File: src/rtl/grid_scanner_pkg.sv
// grid_scan_pkg: shared FSM state enum and state width for grid_scanner.
// No ports; imported by grid_scanner.
package grid_scan_pkg;

  localparam int STATE_W = 2;

  typedef enum logic [STATE_W-1:0] {
    IDLE = 2'd0,
    SCAN = 2'd1,
    DONE = 2'd2
  } state_t;

endpackage

File: src/rtl/grid_scanner_if.sv
// grid_scanner_if: coordinate stream handshake (valid/ready/x/y/last).
// master drives valid,x,y,last and samples ready; slave is the consumer.
interface grid_scanner_if #(
  parameter int X_WIDTH = 4,
  parameter int Y_WIDTH = 4
);

  logic               valid;
  logic               ready;
  logic               last;
  logic [X_WIDTH-1:0] x;
  logic [Y_WIDTH-1:0] y;

  modport master (
    output valid, x, y, last,
    input  ready
  );

  modport slave (
    input  valid, x, y, last,
    output ready
  );

endinterface

File: src/rtl/grid_scanner_axis_counter.sv
// scan_axis_counter: wrapping 0..MAX-1 index counter for one grid axis.
// Ports: clk, rst_n, clr (to 0), inc (advance), v (index), wrap (v==MAX-1).
module scan_axis_counter #(
  parameter int WIDTH = 4,
  parameter int MAX   = 3
) (
  input  logic             clk,
  input  logic             rst_n,
  input  logic             clr,
  input  logic             inc,
  output logic [WIDTH-1:0] v,
  output logic             wrap
);

  localparam logic [WIDTH-1:0] LAST = WIDTH'(MAX - 1);

  logic [WIDTH-1:0] r_v;

  // wrap flags the terminal index, so the owner can chain axes
  assign wrap = (r_v == LAST);
  assign v    = r_v;

  always_ff @(posedge clk or negedge rst_n) begin
    if (!rst_n) begin
      r_v <= '0;
    end else if (clr) begin
      r_v <= '0;
    end else if (inc) begin
      if (wrap) r_v <= '0;
      else      r_v <= r_v + 1'b1;
    end
  end

endmodule

File: src/rtl/grid_scanner.sv
// grid_scanner: raster-scans an X_MAX x Y_MAX grid, one coordinate per beat.
// Ports: clk, rst_n, start, bus (valid/ready/x/y/last), done, busy;
// optional abort when GRID_SCANNER_ABORT_EN is defined.
module grid_scanner
  import grid_scan_pkg::*;
#(
  parameter int X_WIDTH = 4,
  parameter int Y_WIDTH = 4,
  parameter int X_MAX   = 3,
  parameter int Y_MAX   = 2
) (
  input  logic           clk,
  input  logic           rst_n,
  input  logic           start,
`ifdef GRID_SCANNER_ABORT_EN
  input  logic           abort,
`endif
  grid_scanner_if.master bus,
  output logic           done,
  output logic           busy
);

  state_t r_state;
  state_t w_state_nxt;

  logic               w_clr;
  logic               w_beat;
  logic               w_adv;
  logic               w_abort;
  logic               w_x_wrap;
  logic               w_y_wrap;
  logic [X_WIDTH-1:0] w_x;
  logic [Y_WIDTH-1:0] w_y;

`ifdef GRID_SCANNER_ABORT_EN
  assign w_abort = abort && (r_state == SCAN);
`else
  assign w_abort = 1'b0;
`endif

  assign w_beat = bus.valid && bus.ready;
  // abort wins over a same-cycle beat
  assign w_adv  = w_beat && !w_abort;

  scan_axis_counter #(
    .WIDTH (X_WIDTH),
    .MAX   (X_MAX)
  ) u_x (
    .clk   (clk),
    .rst_n (rst_n),
    .clr   (w_clr),
    .inc   (w_adv),
    .v     (w_x),
    .wrap  (w_x_wrap)
  );

  scan_axis_counter #(
    .WIDTH (Y_WIDTH),
    .MAX   (Y_MAX)
  ) u_y (
    .clk   (clk),
    .rst_n (rst_n),
    .clr   (w_clr),
    .inc   (w_adv && w_x_wrap),
    .v     (w_y),
    .wrap  (w_y_wrap)
  );

  always_ff @(posedge clk or negedge rst_n) begin
    if (!rst_n) r_state <= IDLE;
    else        r_state <= w_state_nxt;
  end

  always_comb begin
    w_state_nxt = r_state;
    w_clr       = 1'b0;
    unique case (r_state)
      IDLE: begin
        if (start) begin
          w_state_nxt = SCAN;
          w_clr       = 1'b1;
        end
      end
      SCAN: begin
        if (w_abort) begin
          w_state_nxt = IDLE;
          w_clr       = 1'b1;
        end else if (w_adv && w_x_wrap && w_y_wrap) begin
          // both counters wrap back to 0 on this beat
          w_state_nxt = DONE;
        end
      end
      DONE: begin
        if (start) begin
          w_state_nxt = SCAN;
          w_clr       = 1'b1;
        end else begin
          w_state_nxt = IDLE;
        end
      end
      default: begin
        w_state_nxt = IDLE;
        w_clr       = 1'b1;
      end
    endcase
  end

  assign bus.valid = (r_state == SCAN);
  assign bus.x     = w_x;
  assign bus.y     = w_y;
  assign bus.last  = bus.valid && w_x_wrap && w_y_wrap;
  assign busy      = (r_state == SCAN);
  assign done      = (r_state == DONE);

endmodule

File: src/flat_wrapper.sv
// flat-port wrapper written by rule: the top's interface ports become plain ports
module grid_scanner_flat import grid_scan_pkg::*;
#(
  parameter int X_WIDTH = 4,
  parameter int Y_WIDTH = 4,
  parameter int X_MAX   = 3,
  parameter int Y_MAX   = 2
)
  (clk, rst_n, start, done, busy, bus_valid, bus_x, bus_y, bus_last, bus_ready);
  grid_scanner_if #(.X_WIDTH(X_WIDTH), .Y_WIDTH(Y_WIDTH)) bus_i ();
  input  logic clk;
  input  logic rst_n;
  input  logic start;
  output logic done;
  output logic busy;
  output wire logic [$bits(bus_i.valid)-1:0] bus_valid;
  output wire logic [$bits(bus_i.x)-1:0] bus_x;
  output wire logic [$bits(bus_i.y)-1:0] bus_y;
  output wire logic [$bits(bus_i.last)-1:0] bus_last;
  input wire logic [$bits(bus_i.ready)-1:0] bus_ready;
  assign bus_valid = bus_i.valid;
  assign bus_x = bus_i.x;
  assign bus_y = bus_i.y;
  assign bus_last = bus_i.last;
  assign bus_i.ready = bus_ready;
  grid_scanner #(.X_WIDTH(X_WIDTH), .Y_WIDTH(Y_WIDTH), .X_MAX(X_MAX), .Y_MAX(Y_MAX)) u_core (.clk(clk), .rst_n(rst_n), .start(start), .bus(bus_i), .done(done), .busy(busy));
endmodule
File: config.mk
export PLATFORM = sky130hd
export DESIGN_NAME = grid_scanner_flat
export DESIGN_NICKNAME = d
export VERILOG_FILES = /design/src/rtl/grid_scanner_pkg.sv /design/src/rtl/grid_scanner_if.sv /design/src/rtl/grid_scanner_axis_counter.sv /design/src/rtl/grid_scanner.sv /design/src/flat_wrapper.sv
export SDC_FILE = /design/constraint.sdc
export NUM_CORES = 1
export LEC_CHECK = 0
export ABC_AREA = 1
export CORE_UTILIZATION = 48
export CTS_CLUSTER_DIAMETER = 40
export CTS_CLUSTER_SIZE = 10
export DETAILED_ROUTE_END_ITERATION = 12
export HOLD_SLACK_MARGIN = 0.12
export PLACE_DENSITY = 0.83
export SLEW_MARGIN = 5
export SYNTH_ARGS = -nofsm -noshare
export SYNTH_HDL_FRONTEND = slang
export SYNTH_HIERARCHICAL = 1
export SYNTH_SLANG_ARGS = --single-unit
File: constraint.sdc
create_clock -name clk -period 3.55 [get_ports clk]
set_input_delay 0.355 -clock clk [delete_from_list [all_inputs] [get_ports clk]]
set_output_delay 0.355 -clock clk [all_outputs]
set_load 0.1 [all_outputs]
Figure 1. Cells coloured by class (run 1).
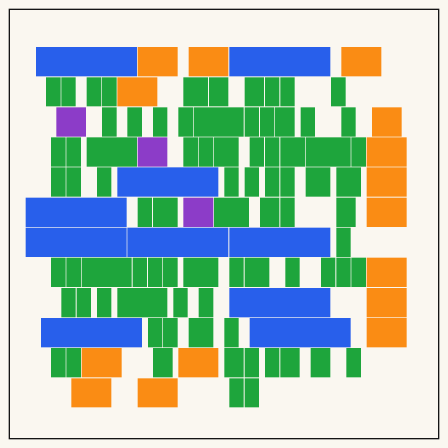
green -> all other logic  # cells 81
blue -> flip-flops  # cells 10
orange -> other buffers and delay cells  # cells 15
purple -> cells driving clock nets  # cells 3
Layout Cell Area excl Fill: 825.8 sq um
placeable core region: 1171 sq um
final core area utilization: 70.51%
sequential portion of the cell area: 30.30%
cell row count: 12

Figure 2. Cell placement (run 1).
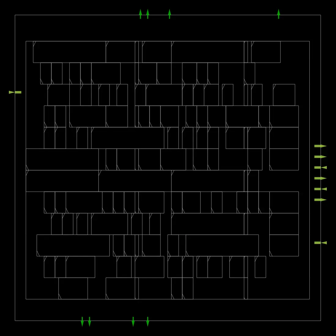
count of inserted tapcells: 14
Non-Filler Instances: 123

Figure 3. Placement density heat map (run 1).
8 x 8 tiles, from white (low) to dark blue (high), 0 to 100% covered.
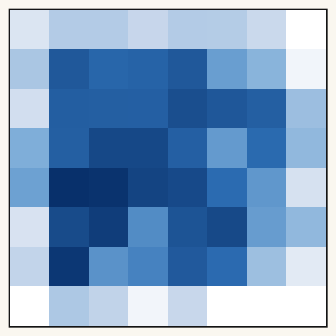
emptiest ninth of the die = lower right
mean over tiles = 54%
densest ninth of the die = centre
fullest tile = 100%
tiles over 75% full = 42%

Figure 4. Sequential cells grouped by signal name (run 1).
The bar under the picture is 10 microns long. Other sequential cells in the stronger grey, the rest of the logic in the fainter grey.
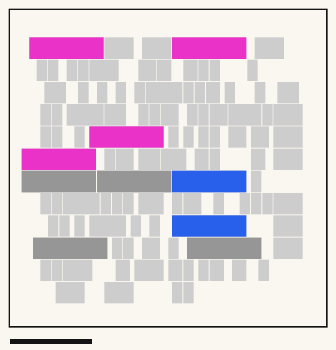
magenta -> u_core/u_y/v  # flops 4
blue -> u_core/r_state  # flops 2

==> notes.org, run 1 <==
* Flow results

** Cells and area
- Sequential Area :: 250.2 sq um
- Layout cells sized above 1 :: 12.84%
- Layout-stage area growth over the synthesis result :: 27.91%
- Top class by area :: logic gates
- The library cells used most frequently in the layout, excluding fill and tap cells, are sky130_fd_sc_hd__nand2_1 (32), sky130_fd_sc_hd__inv_1 (17), sky130_fd_sc_hd__clkdlybuf4s50_1 (14).
- The layout has 3 clock buffers.
- Mi-comb count :: 63
- Combinational Area :: 320.3 sq um
- Number of fill cells in the layout :: 112
- Non-clock buffers in the final layout number 15.
- Antenna diode instance count :: 0
- Proportion of cell area spent on the clock network :: 2.727%
- In the finished design the tool counted flip-flops and latches totalling 10.
- Net count, final :: 119

** STA
- Tightest Pin Transition :: 0.9687 ns
- Adding up every negative setup slack in the final design gives 0 ns.
- Static timing analysis puts the maximum clock frequency at 0.4308 GHz.
- Max transition margin :: 35.22%
- The critical path in the final layout is reported with a setup slack of 1.229 ns.
- Smallest hold slack :: 0.4169 ns
- Setup skew after layout :: 0.002425 ns
- Setup repair after global routing missed its margin :: no
- Final setup violation count :: 0
- Fin crit share :: 65.38%
- Count of pins over their slew limit :: 0
- The final timing report derives a shortest allowable period of 2.321 ns.

** Setup path
- Critical path data arrival time :: 1.97 ns
- Stages on the worst setup path :: 3
- For the worst flop-to-flop path, the logic depth is 6.
- OpenSTA lists the critical path startpoint as u_core/r_state[1].
- The signal on the critical path passes through inv_1 > nor2_1 > clkdlybuf4s50_1.
- Buffer-and-inverter tally for the worst setup path :: 2
- The critical path in this run is classified as flop to primary output.
- STA classifies the critical path endpoint as a primary output.
- In this design, the largest share of critical-path delay is due to buffers and inverters.
- STA lists the endpoint of the worst register-to-register path as u_core/u_x/v[2].
- Critical Path Slowest Stage Cell :: sky130_fd_sc_hd__clkdlybuf4s50_1
- Along the worst path, the maximum fanout reaches 3.
- Kind of start point of the critical path :: flop
- For flop-to-flop paths, the worst setup slack is 1.91 ns.
- Looking at the reg2reg group, the worst path starts from u_core/r_state[1].

** Clock network
- TritonCTS built the clock tree.
- After clock tree synthesis, the setup repair step added 0 buffers.
- CTS H-tree depth :: 1
- Hold-fix buffers at CTS :: 0
- CTS Root Cell :: sky130_fd_sc_hd__clkbuf_4
- Clk sinks :: 10
- Number of clock buffers inserted by TritonCTS :: 3
- Register clock-pin slew on the reported worst setup and hold paths :: 0.06 ns
- Maximum count of clock buffers along a single path :: 2
- Number of gates given a new drive strength after cts :: 0

** Yosys
- Post-synth area hogs :: sky130_fd_sc_hd__dfrtp_1 (39%), sky130_fd_sc_hd__nand2_1 (19%), sky130_fd_sc_hd__inv_1 (9.9%)
- The cell count after synthesis came out at 92.
- Number of standard cells reported by yosys :: 92
- Adder-Cell Fraction of Synth Area :: 7.752%
- The synthesized netlist contains 17 unique library cells.
- Syn. warnings :: 6
- The post-synth count of flops with an enable pin is 0.
- Top flip-flop cell by instance count after synthesis :: sky130_fd_sc_hd__dfrtp_1
- Per-instance average area after synthesis :: 7.018 sq um
- Synthesized registers :: 10
- By count the netlist is led by sky130_fd_sc_hd__nand2_1 (32), sky130_fd_sc_hd__inv_1 (17), sky130_fd_sc_hd__dfrtp_1 (10).
- The portion of synthesized area spent on multiplexers is 0%.
- Proportion of synthesized flip-flops having asynchronous set or reset :: 100.0%
- Prevailing logic family in the synthesized netlist :: simple AND/OR/NAND/NOR gates
- Share of the yosys chip area belonging to registers :: 38.76%
- Post-synthesis xor/xnor area fraction :: 0%
- The mapped netlist covers 645.6 sq um.
- Post-Synth AOI/OAI Area :: 7.364%
- Cell type with the highest aggregate area in the netlist :: sky130_fd_sc_hd__dfrtp_1
- Net count of the mapped netlist :: 100
- According to the Yosys statistics, the synthesized design has a chip area of 645.6 sq um.
- Sorting the synthesis cell report by count puts at the top sky130_fd_sc_hd__nand2_1.

** Place
- RePlAce ended its routability-driven mode at a weighted congestion of 0.8208.
- Once placement completed, the tool counted placed cells totaling 120.
- Instance area at placement :: 803.3 sq um
- Minimum setup slack after placement :: 1.510 ns
- Summed over all nets, the half-perimeter wirelength after detailed placement is 1035 microns.
- In this run the tool buffered the top-level ports with 15 buffer cells.

** GRT
- Sum of overflow across all layers after global routing :: 0
- GR Layer Usage met2 :: 42.08%
- Global routing consumed, on the met3 layer, 6.936% of the routing resources.
- GRT Resource Usage Total :: 22.38%
- Via count of the first global-routing pass :: 578
- Entering global routing, the biggest net connects 11 pins.
- Global routing's busiest layer :: met2
- Met1 demand-to-capacity share in global routing :: 22.71%

** Drt
- Per the detail_route report, the via count comes to 594.
- The post-route report lists met1 wire length as 599 microns.
- In the routed layout, each cell is associated on average with a via count of 4.829.
- Per the log, the first TritonRoute iteration ended with a DRC count of 9.
- Detailed routing placed a total of 55 microns of wire on met3.
- DRC Markers :: 0
- The final layout contains routed wiring with a total length of 1335 microns.

** Die
- Chip height :: 38.68 microns
- FP Util :: 55.13%
- Boundary pin count :: 16
- The overall die size recorded for this design is 1496 sq um.

** Flow run
- Max-cap viol count :: 0

** Status
- The run finished with clean final reports.
==> run 2, diff against run 1 <==
--- a/config.mk
+++ b/config.mk
@@ -6,12 +6,12 @@
 export NUM_CORES = 1
 export LEC_CHECK = 0
 export ABC_AREA = 1
-export CORE_UTILIZATION = 48
+export CORE_UTILIZATION = 46
 export CTS_CLUSTER_DIAMETER = 40
 export CTS_CLUSTER_SIZE = 10
 export DETAILED_ROUTE_END_ITERATION = 12
 export HOLD_SLACK_MARGIN = 0.12
-export PLACE_DENSITY = 0.83
+export PLACE_DENSITY = 0.8
 export SLEW_MARGIN = 5
 export SYNTH_ARGS = -nofsm -noshare
 export SYNTH_HDL_FRONTEND = slang
==> constraint.sdc (replaced) <==
create_clock -name clk -period 2.3 [get_ports clk]
set_input_delay 0.23 -clock clk [delete_from_list [all_inputs] [get_ports clk]]
set_output_delay 0.23 -clock clk [all_outputs]
set_load 0.1 [all_outputs]
Figure 5. Sequential cells grouped by signal name (run 2).
The bar under the picture is 10 microns long. Other sequential cells in the stronger grey, the rest of the logic in the fainter grey.
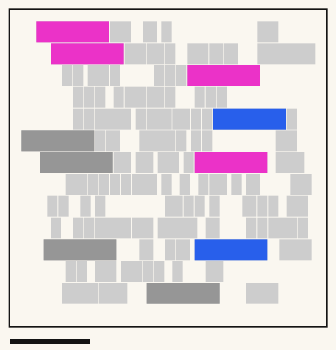
magenta -> u_core/u_y/v  # flops 4
blue -> u_core/r_state  # flops 2
final core area utilization: 64.04%
Sequential Area: 250.2 sq um
sequential portion of the cell area: 30.03%

Figure 6. Placement density heat map (run 2).
8 x 8 tiles, from white (low) to dark blue (high), 0 to 100% covered.
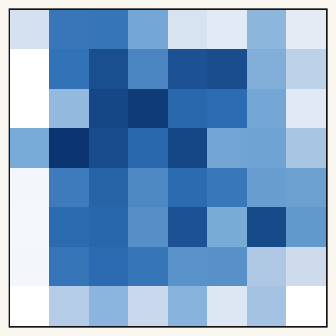
nearly empty tiles = 6.2%
mean over tiles = 52%
tiles over 75% full = 28%
fullest tile = 98%
densest ninth of the die = centre

==> notes.org, run 2 <==
* Flow results

** Status
- The flow ran to the end, and the final reports show no timing, DRC or antenna violations.

** Yosys
- Looking at the gate-level netlist, the highest instance count belongs to sky130_fd_sc_hd__nand2_1.
- Top flip-flop cell by instance count after synthesis :: sky130_fd_sc_hd__dfrtp_1
- The net count entering floorplan came to 100 (unchanged).
- The number of cells in the yosys synthesis report is 92 (unchanged).
- Number of distinct standard cells referenced by the synthesized netlist :: 17 (unchanged)
- The aoi/oai-family share of the synthesized area is 7.364% (unchanged).
- The register share after synthesis was 38.76% (unchanged).
- The average cell area after synthesis is 7.018 sq um (unchanged).
- The count of library flops with an enable pin was 0 (unchanged).
- The synthesis warning total was 6 (unchanged).
- By area the synthesized netlist is led by sky130_fd_sc_hd__dfrtp_1 (39%), sky130_fd_sc_hd__nand2_1 (19%), sky130_fd_sc_hd__inv_1 (9.9%).
- Synthesized registers :: 10 (unchanged)
- Yosys shows that the main logic family after synthesis is simple AND/OR/NAND/NOR gates.
- Yosys top cell area share :: 38.76%
- The netlist area before placement is 645.6 sq um (unchanged).
- Adder-Cell Fraction of Synth Area :: 7.752% (unchanged)
- The count of mapped cells out of synthesis is 92 (unchanged).
- Post-synthesis xor/xnor area fraction :: 0% (unchanged)
- Cell type with the highest aggregate area in the netlist :: sky130_fd_sc_hd__dfrtp_1
- The commonest cells after synthesis are sky130_fd_sc_hd__nand2_1 (32), sky130_fd_sc_hd__inv_1 (17), sky130_fd_sc_hd__dfrtp_1 (10).
- In this run, the synthesized area fraction spent on and/or/nand/nor cells is recorded as 34.50%.
- Mux cell area share :: 0% (unchanged)
- Proportion of synthesized flip-flops having asynchronous set or reset :: 100.0% (unchanged)
- Yosys stat area :: 645.6 sq um (unchanged)

** Die
- Placeable core region :: 1301 sq um (+11%)
- Chip footprint :: 1557 sq um (+4.1%)
- Die Width :: 39.47 microns
- The I/O pin count was 16 (unchanged).
- Chip height :: 39.47 microns (+2.0%)
- The effective utilization at floorplan was 49.62% (-5.5 points).
- Cell row count :: 13 (+1)
- The number of tapcells was 15 (+1).

** Drt
- Routed length on met1 :: 564 microns (-5.8%)
- The DRC violations left is 0 (unchanged).
- The length of routed met3 wiring was 61 microns (+11%).
- Routed signal wires occupy layers up through met3.
- Initial drt markers :: 24 (+15)
- Pre-Repair DR Iteration Count :: 4
- The detailed-route wire length came to 1361 microns (+1.9%).
- Via density :: 4.760 (-1.4%)
- The detailed-route via count was 595 (+0.17%).
- Antenna viol nets, final :: 0

** STA
- Total Negative Setup Slacks :: 0 ns (unchanged)
- Max transition margin :: 43.69% (+8.5 points)
- Hold Violations, Final :: 0
- The number of setup violations in the final report was 0 (unchanged).
- Setup skew after layout :: 0.002299 ns (-0.0001260 ns)
- Smallest hold slack :: 0.2820 ns (-0.1349 ns)
- In the finished design, the share of the clock period the worst path needs comes to 80.34%.
- The worst-case setup margin in the final layout was 0.4522 ns (-0.7768 ns).
- Count of pins over their slew limit :: 0 (unchanged)
- Final Critical Period :: 1.848 ns
- In this build the clock could be raised as far as 0.5412 GHz.
- Setup repair after global routing left no endpoint under its margin.
- Tightest Pin Transition :: 0.8359 ns (-0.1328 ns)

** GRT
- GRT met3 Usage :: 5.114% (-1.8 points)
- The first global-routing pass estimated 2083 microns of wire.
- The aggregate global routing overflow came to 0 (unchanged).
- The global-route met1 utilization is 22.18% (-0.53 points).
- Initial antenna violation count :: 0
- The global router's overall resource usage is 20.00% (-2.4 points).
- Via count of the first global-routing pass :: 530 (-8.3%)
- Global route summary, busiest routing layer listed as met2.
- The fraction of met2 tracks used by global routing was 36.89% (-5.2 points).
- Maximum number of pins on one net before global-route repair :: 11 (unchanged)

** Clock network
- TritonCTS built the clock tree.
- Number of clock buffers inserted by TritonCTS :: 3 (unchanged)
- The count of H-tree levels built during CTS came to 1 (unchanged).
- CTS Root Cell :: sky130_fd_sc_hd__clkbuf_4
- Register clock-pin slew on the reported worst setup and hold paths :: 0.07 ns (about the same)
- The post-CTS setup repair buffer count came to 0 (unchanged).
- The worst-case clock buffer depth is 2 (unchanged).
- Worst-Skew Late Latency :: 0.26 ns
- The clock sink count came to 10 (unchanged).
- The number of gates given a new drive strength after cts is 0 (unchanged).
- Hold-fix buffers at CTS :: 0 (unchanged)

** Setup path
- For reference, the most critical setup path is categorized as flop to primary output.
- Critical path data arrival time :: 1.62 ns (-0.35 ns)
- The critical path depth in cells is 7 (+4).
- For reference, the critical path is captured by bus_last.
- The largest individual stage delay along the critical path comes from the cell sky130_fd_sc_hd__dfrtp_1.
- Among all stages on the critical path, the maximum delay recorded is 0.43 ns.
- The timing report attributes the biggest portion of critical-path delay to flip-flops.
- The critical path buffer and inverter count is 3 (+1).
- The worst setup path is captured at a primary output.
- OpenSTA lists the critical path startpoint as u_core/u_x/v[0].
- Reg2Reg Depth :: 6 (unchanged)
- Kind of start point of the critical path :: flop
- The cell sequence reported for the critical path is inv_1 > ha_1 > nand2_1 > inv_1 > nand2_1 > nor2_4 > buf_12.
- The launch point of the worst register-to-register path is recorded as u_core/r_state[1].
- The endpoint identified for the worst register-to-register timing path is u_core/u_y/v[2].
- Maximum fanout along the worst path :: 6 (+3)
- Required time reported for the critical path endpoint :: 2.07 ns
- The worst-case register-to-register setup slack is 0.63 ns (-1.28 ns).

** Cells and area
- The largest cell class by area is logic gates.
- The sequential cell count of the final layout was 10 (unchanged).
- The number of logic gates came to 63 (unchanged).
- The count of non-filler cells in the finished layout was 125 (+1.6%).
- The fraction of final layout cells with drive strength greater than 1 is 24.55% (+12 points).
- Combinational Area :: 327.8 sq um (+2.3%)
- The number of clock buffer instances in the layout was 4 (+1).
- The count of plain and timing-repair buffers in the layout came to 15 (unchanged).
- Relative to the synthesized area, the layout overhead comes to 29.07%.
- The number of nets in the layout came to 119 (unchanged).
- Commonest non-fill, non-tap cells in the layout :: sky130_fd_sc_hd__nand2_1 (32), sky130_fd_sc_hd__inv_1 (17), sky130_fd_sc_hd__buf_4 (11)
- The final-layout clock-cell area share was 4.354% (+1.6 points).
- The number of inserted filler cells in the final layout was 123 (+9.8%).
- Non-clock buffering takes up 15.92% of total cell area after layout.
- Layout Cell Area excl Fill :: 833.3 sq um (+0.91%)
- The number of antenna diodes came to 0 (unchanged).
- Inverter tally of the final layout excluding the clock network :: 18

** Place
- Cell count after placement :: 121 (+0.83%)
- Minimum setup slack after placement :: 0.6791 ns (-0.8314 ns)
- The final RePlAce weighted congestion is 0.7257 (-12%).
- The total half-perimeter wirelength after legalization and detailed placement is 1083 microns (+4.6%).
- Instance area at placement :: 797.0 sq um (-0.78%)
- The tally of buffers added on design ports came to 15 (unchanged).

** Min path
- In this run the worst hold path is classified as input port to async pin.

** Flow run
- The total of max-cap violations was 0 (unchanged).
